--- config.mk ---
export PLATFORM = sky130hd
export DESIGN_NAME = load_store_unit
export DESIGN_NICKNAME = d
export VERILOG_FILES = /design/src/rtl/load_store_unit.sv
export SDC_FILE = /design/constraint.sdc
export NUM_CORES = 1
export LEC_CHECK = 0
export ABC_AREA = 1
export CAP_MARGIN = 5
export CORE_ASPECT_RATIO = 2
export CORE_UTILIZATION = 38
export CTS_CLUSTER_DIAMETER = 100
export DETAILED_ROUTE_END_ITERATION = 12
export PLACE_DENSITY = 0.75
export RECOVER_POWER = 100
export REMOVE_ABC_BUFFERS = 1
export SLEW_MARGIN = 10
export SYNTH_ARGS = -nofsm -noshare
export SYNTH_HDL_FRONTEND = slang
export SYNTH_SLANG_ARGS = --single-unit
--- constraint.sdc ---
create_clock -name iwClk -period 1.55 [get_ports iwClk]
set_input_delay 0.155 -clock iwClk [delete_from_list [all_inputs] [get_ports iwClk]]
set_output_delay 0.155 -clock iwClk [all_outputs]
set_load 0.01 [all_outputs]
--- src/rtl/load_store_unit.sv ---
// load_store_unit: single-outstanding CPU load/store engine with size checks, load extension and fixed read latency.
module load_store_unit #(
    parameter int unsigned pReadWaitCycles = 32'd1
) (
    input  logic        iwClk,
    input  logic        iwnRst,
    input  logic        iwReqValid,
    output logic        owReqReady,
    input  logic        iwReqWrite,
    input  logic [1:0]  iwReqSize,
    input  logic        iwReqSigned,
    input  logic [31:0] iwReqAddr,
    input  logic [31:0] iwReqWData,
    output logic        orRespValid,
    output logic [31:0] orRespData,
    output logic        orRespError,
    output logic [31:0] orMemReadAddr,
    output logic [31:0] orMemWriteAddr,
    output logic [31:0] orMemWriteData,
    output logic [3:0]  orMemWstrb,
    input  logic [31:0] iwMemReadData
);
    typedef enum logic [1:0] {IDLE, WRITE, READ_WAIT, ERROR} state_t;
    state_t      rState, wNext;
    logic [3:0]  rCnt;
    logic [1:0]  rSize;
    logic        rSigned;
    logic        wAccept, wBad, wLoadDone;
    logic [31:0] wLoadData;
    assign owReqReady = rState == IDLE;
    assign wAccept    = iwReqValid & owReqReady;
    assign wBad       = iwReqSize == 2'b11 || (iwReqSize == 2'b01 && iwReqAddr[0]) ||
                        (iwReqSize == 2'b10 && iwReqAddr[1:0] != 2'b00);
    assign wLoadDone  = rState == READ_WAIT && rCnt <= 4'd1;
    assign wLoadData  = rSize == 2'b00 ? {{24{rSigned & iwMemReadData[7]}}, iwMemReadData[7:0]} :
                        rSize == 2'b01 ? {{16{rSigned & iwMemReadData[15]}}, iwMemReadData[15:0]} :
                        iwMemReadData;
    always_comb begin
        wNext = rState;
        case (rState)
            IDLE:      wNext = !wAccept ? IDLE : wBad ? ERROR : iwReqWrite ? WRITE : READ_WAIT;
            WRITE:     wNext = IDLE;
            READ_WAIT: wNext = wLoadDone ? IDLE : READ_WAIT;
            ERROR:     wNext = IDLE;
            default:   wNext = IDLE;
        endcase
    end
    always_ff @(posedge iwClk or negedge iwnRst) begin
        if (!iwnRst) rState <= IDLE;
        else         rState <= wNext;
    end
    always_ff @(posedge iwClk or negedge iwnRst) begin
        if (!iwnRst) begin
            orRespValid    <= 1'b0;
            orRespData     <= '0;
            orRespError    <= 1'b0;
            orMemReadAddr  <= '0;
            orMemWriteAddr <= '0;
            orMemWriteData <= '0;
            orMemWstrb     <= '0;
            rCnt           <= '0;
            rSize          <= '0;
            rSigned        <= 1'b0;
        end else begin
            orRespValid <= 1'b0;
            case (rState)
                IDLE: if (wAccept && !wBad) begin
                    if (iwReqWrite) begin
                        orMemWriteAddr <= iwReqAddr;
                        orMemWriteData <= iwReqWData;
                        orMemWstrb     <= iwReqSize == 2'b00 ? 4'b0001 : iwReqSize == 2'b01 ? 4'b0011 : 4'b1111;
                    end else begin
                        orMemReadAddr <= iwReqAddr;
                        rCnt          <= 4'(pReadWaitCycles);
                        rSize         <= iwReqSize;
                        rSigned       <= iwReqSigned;
                    end
                end
                WRITE: begin
                    orMemWstrb  <= 4'b0000;
                    orRespValid <= 1'b1;
                    orRespData  <= '0;
                    orRespError <= 1'b0;
                end
                READ_WAIT: begin
                    rCnt <= rCnt - 4'd1;
                    if (wLoadDone) begin
                        orRespValid <= 1'b1;
                        orRespData  <= wLoadData;
                        orRespError <= 1'b0;
                    end
                end
                ERROR: begin
                    orRespValid <= 1'b1;
                    orRespData  <= '0;
                    orRespError <= 1'b1;
                end
                default: ;
            endcase
        end
    end
endmodule

layer_met2.png
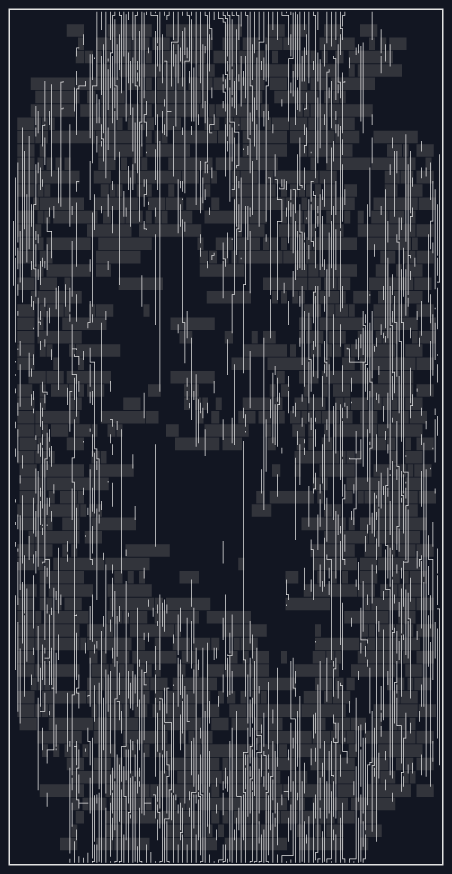
longest straight run: 62.6 um
nets with wire on the layer: 791
main direction: vertical
wire length on this layer: 9020 um
share of all routed wire: 56%
met2 Track Usage GR: 0.4067
total via count in the routed design: 4978
Routed Wire Length: 16030 um

placement.png
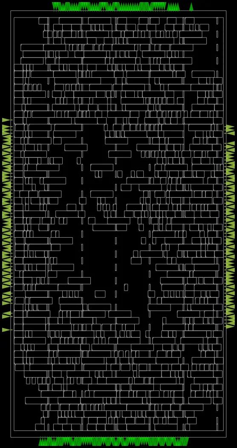
area of the core: 14430 um2
post-layout instance count excluding filler cells: 1070

placement_by_type.png
The bar under the picture is 20 um long.
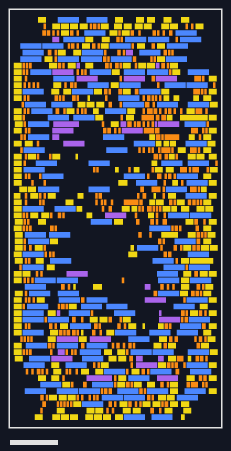
[other buffers and delay cells] yellow | cells: 272 | share of their area: 31%
[flops] blue | cells: 142 | share of their area: 41%
[clock drivers and dummy loads] purple | cells: 32 | share of their area: 6.6%
[combinational and other logic] orange | cells: 432 | share of their area: 22%
fraction of standard cell area that is sequential: 0.3976
number of placement rows: 62
final cell area excluding filler cells: 8937 um2
final core occ: 0.6194

clk_routes.png
The bar under the picture is 20 um long.
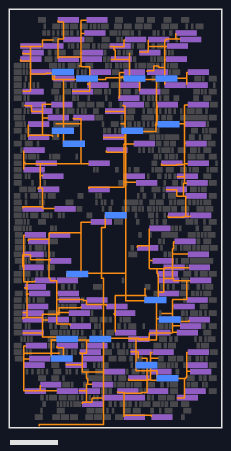
[clock drivers] blue | count: 17
[flip-flops] purple | count: 142
[clock wires] orange | length: 1780 um
routed clock nets: 18

==> results.txt <==
On the backend side, the flow ran end to end.

The leakage component of the power was reported as 4.298 nW. The power per standard cell area stands at 2036 nW/um2. The register-to-register setup slack stands at -0.01 ns. The final antenna diode count stands at 0.

The worst setup path is launched from a flop. Summed over all routing layers, the global router reports a total usage of 0.2204. By instance count, the leading cell after synthesis is sky130_fd_sc_hd__nand2_1.

The checks that failed: setup timing. The post-synthesis instance total stands at 604. For hold timing, the worst endpoint is orMemWriteData[18]. The total number of sequential cells stands at between 100 and 150.

The clock-pin transition on the worst setup and hold timing paths stands at 0.06 ns. The number of antenna violations at the first check in global routing came to 0. Counting stages on the worst path, the most repeated cell is sky130_fd_sc_hd__nand2_1. The flow ran to the end, but the final reports show violations. Yosys reports a chip area of 5632 um2. Once placement completed, the tool counted placed cells totaling between 1000 and 1500. The final number of max-transition violations stands at 0.

The share of power burned in the clock network stands at 0.217. Per the synthesis report, the AND-OR/OR-AND share of the synthesized area is 0.1075. The post-layout minimum cycle time stands at 1.563 ns. The fraction of cell area in multi-input combinational cells is reported as 0.1929.

The clock tree buffer depth stands at 2. The fraction of area in clock buffers and inverters stands at 0.06426. The setup TNS after final layout stands at -0.1183 ns. For this run, the post-layout net count is 970. Leaving out fill and tap cells, the most frequent cell in the layout is sky130_fd_sc_hd__nand2_1. The H-tree was split into 4 levels. The met2 routed wirelength stands at 9015 um. The combined area of all synthesized cells stands at 5632 um2. The warning count from the yosys run stands at 0. The HPWL after detailed placement is 11350 um.

In the per-layer breakdown of the detailed-route log, met1 shows 5679 um. According to the floorplan report, the total die area is approximately 15000 um2. In this run the power spent charging and discharging nets is 6.159 mW. For this run, the leading register cell type out of synthesis is sky130_fd_sc_hd__dfrtp_1. The multi-input gate area in the final layout stands at 1724 um2. Per Yosys stat, the portion of area used by sequential elements is 0.6310. The number of input and output port buffers inserted stands at about 240.

The timing report attributes the biggest portion of critical-path delay to simple AND/OR/NAND/NOR gates. The wire length of the first global-routing pass stands at 25300 um. For this design, Yosys synthesis ends with a cell count of 604.

Per the TritonCTS log, the buffer count is 17. Each instance of the synthesized netlist takes up on average 9.324 um2. The most critical setup path has its endpoint at orRespData[30]. The worst clock skew on the final layout stands at 0.006792 ns. At the placement stage, the worst setup path has a slack of -0.02855 ns. The post-layout worst setup margin stands at -0.01268 ns. The detailed router finished its first iteration with roughly 190 violations.

The most common logic cells in the final layout are sky130_fd_sc_hd__nand2_1 (228), sky130_fd_sc_hd__clkdlybuf4s50_1 (227), sky130_fd_sc_hd__dfrtp_1 (142). In the final layout, flip-flops and latches occupy around 3600 um2. In this run the remaining antenna-violating nets after routing total 0. Buffers added to address setup during post-CTS repair amount to 5. The routed length on met3 stands at 871 um. The fraction of layout cells with a size suffix above 1 stands at 0.1036. Synthesis inferred 142 register bits. The quantity of hold-fixing buffers added after cts stands at 1. In this run, the synthesized area fraction spent on and/or/nand/nor cells is recorded as 0.1924. The power drawn by the sequential cells stands at about 6.4 mW.

Of the total synthesized cell area, the portion taken by XOR and XNOR cells is 0. The total grt overflow stands at 0. The number of global-route vias before repair stands at 5108. Checking max transition, the worst relative margin is 0.2909. The internal power component stands at 12.04 mW. Per the area breakdown, the dominant cell category is flip-flops and latches. The largest net degree at the start of global routing stands at 42. The worst register-to-register path begins at rCnt[0]. The critical path is of the flop to flop type. By area, the combinational part of the netlist is dominated by simple AND/OR/NAND/NOR gates. Counting distinct cell types in the post-synthesis netlist gives 23. At the floorplan stage, the core utilization is reported as 0.3903. Compared with the post-synthesis result, the final layout area differs by 58.70%. For this run, the detailed router reports a per-instance via density of 4.652. The slew at the pin with the worst max-slew slack stands at 1.064 ns. Counting flops with an async set or reset pin after synthesis yields a share of 1.000. The endpoint identified for the worst register-to-register timing path is orRespData[30]. Per STA, the worst path is made up of inv_2 -> ha_2 -> or2_0 -> nand2_1 -> nand2_2 -> nand2_4 -> bufbuf_16 -> nand2_1 -> o21ai_0.

The critical path required time stands at 1.89 ns. The number of iterations in the first detailed-routing pass stands at 4. The worst supply voltage drop on vdd stands at around 1200 uV. Routability-driven placement finished with a final weighted congestion of 0.8241. The number of non-clock inverters in the layout stands at 49. The number of gates resized after CTS was 8. The run reported a max-capacitance violation count of 0.

The setup-violating endpoint count in the final report stands at 12. The worst hold slack across all endpoints stands at roughly 0.27 ns. TritonRoute output was used to compute an average wire per cell of 14.98 um. In the post-synthesis netlist, the biggest area contributors are sky130_fd_sc_hd__dfrtp_1 (63%), sky130_fd_sc_hd__nand2_1 (15%), sky130_fd_sc_hd__o21ai_0 (6.0%). The largest part of the power goes to combinational cells. The adder and majority cell fraction of the synthesized area stands at 0.004443.

The layout filler cell count stands at ~1300. STA classifies the critical path endpoint as a flop. The count of clock buffers in the final design stands at 19. The total count of hold-check failures in the final report stands at 0. The launch point of the critical path was reported as rCnt[0]. By count the netlist is led by sky130_fd_sc_hd__nand2_1 (229), sky130_fd_sc_hd__dfrtp_1 (142), sky130_fd_sc_hd__o21ai_0 (67). TritonCTS built the clock tree.

Logic depth along the worst register-to-register path is recorded as 9. The stage-log warning count stands at 27. For this run, combinational gates with multiple inputs come to between 300 and 400. The global routing usage on met3 stands at 0.05983. The power share of the sequential group stands at 0.349. The final routed DRC violation total stands at 0. The area fraction of the largest cell type after synthesis is 0.6310. In the finished design, the share of the clock period the worst path needs comes to 1.008. The data arrival time of the critical path stands at 1.90 ns. The power report attributes to the combinational group a share of 0.434.
Power and IR drop assume default switching activity.
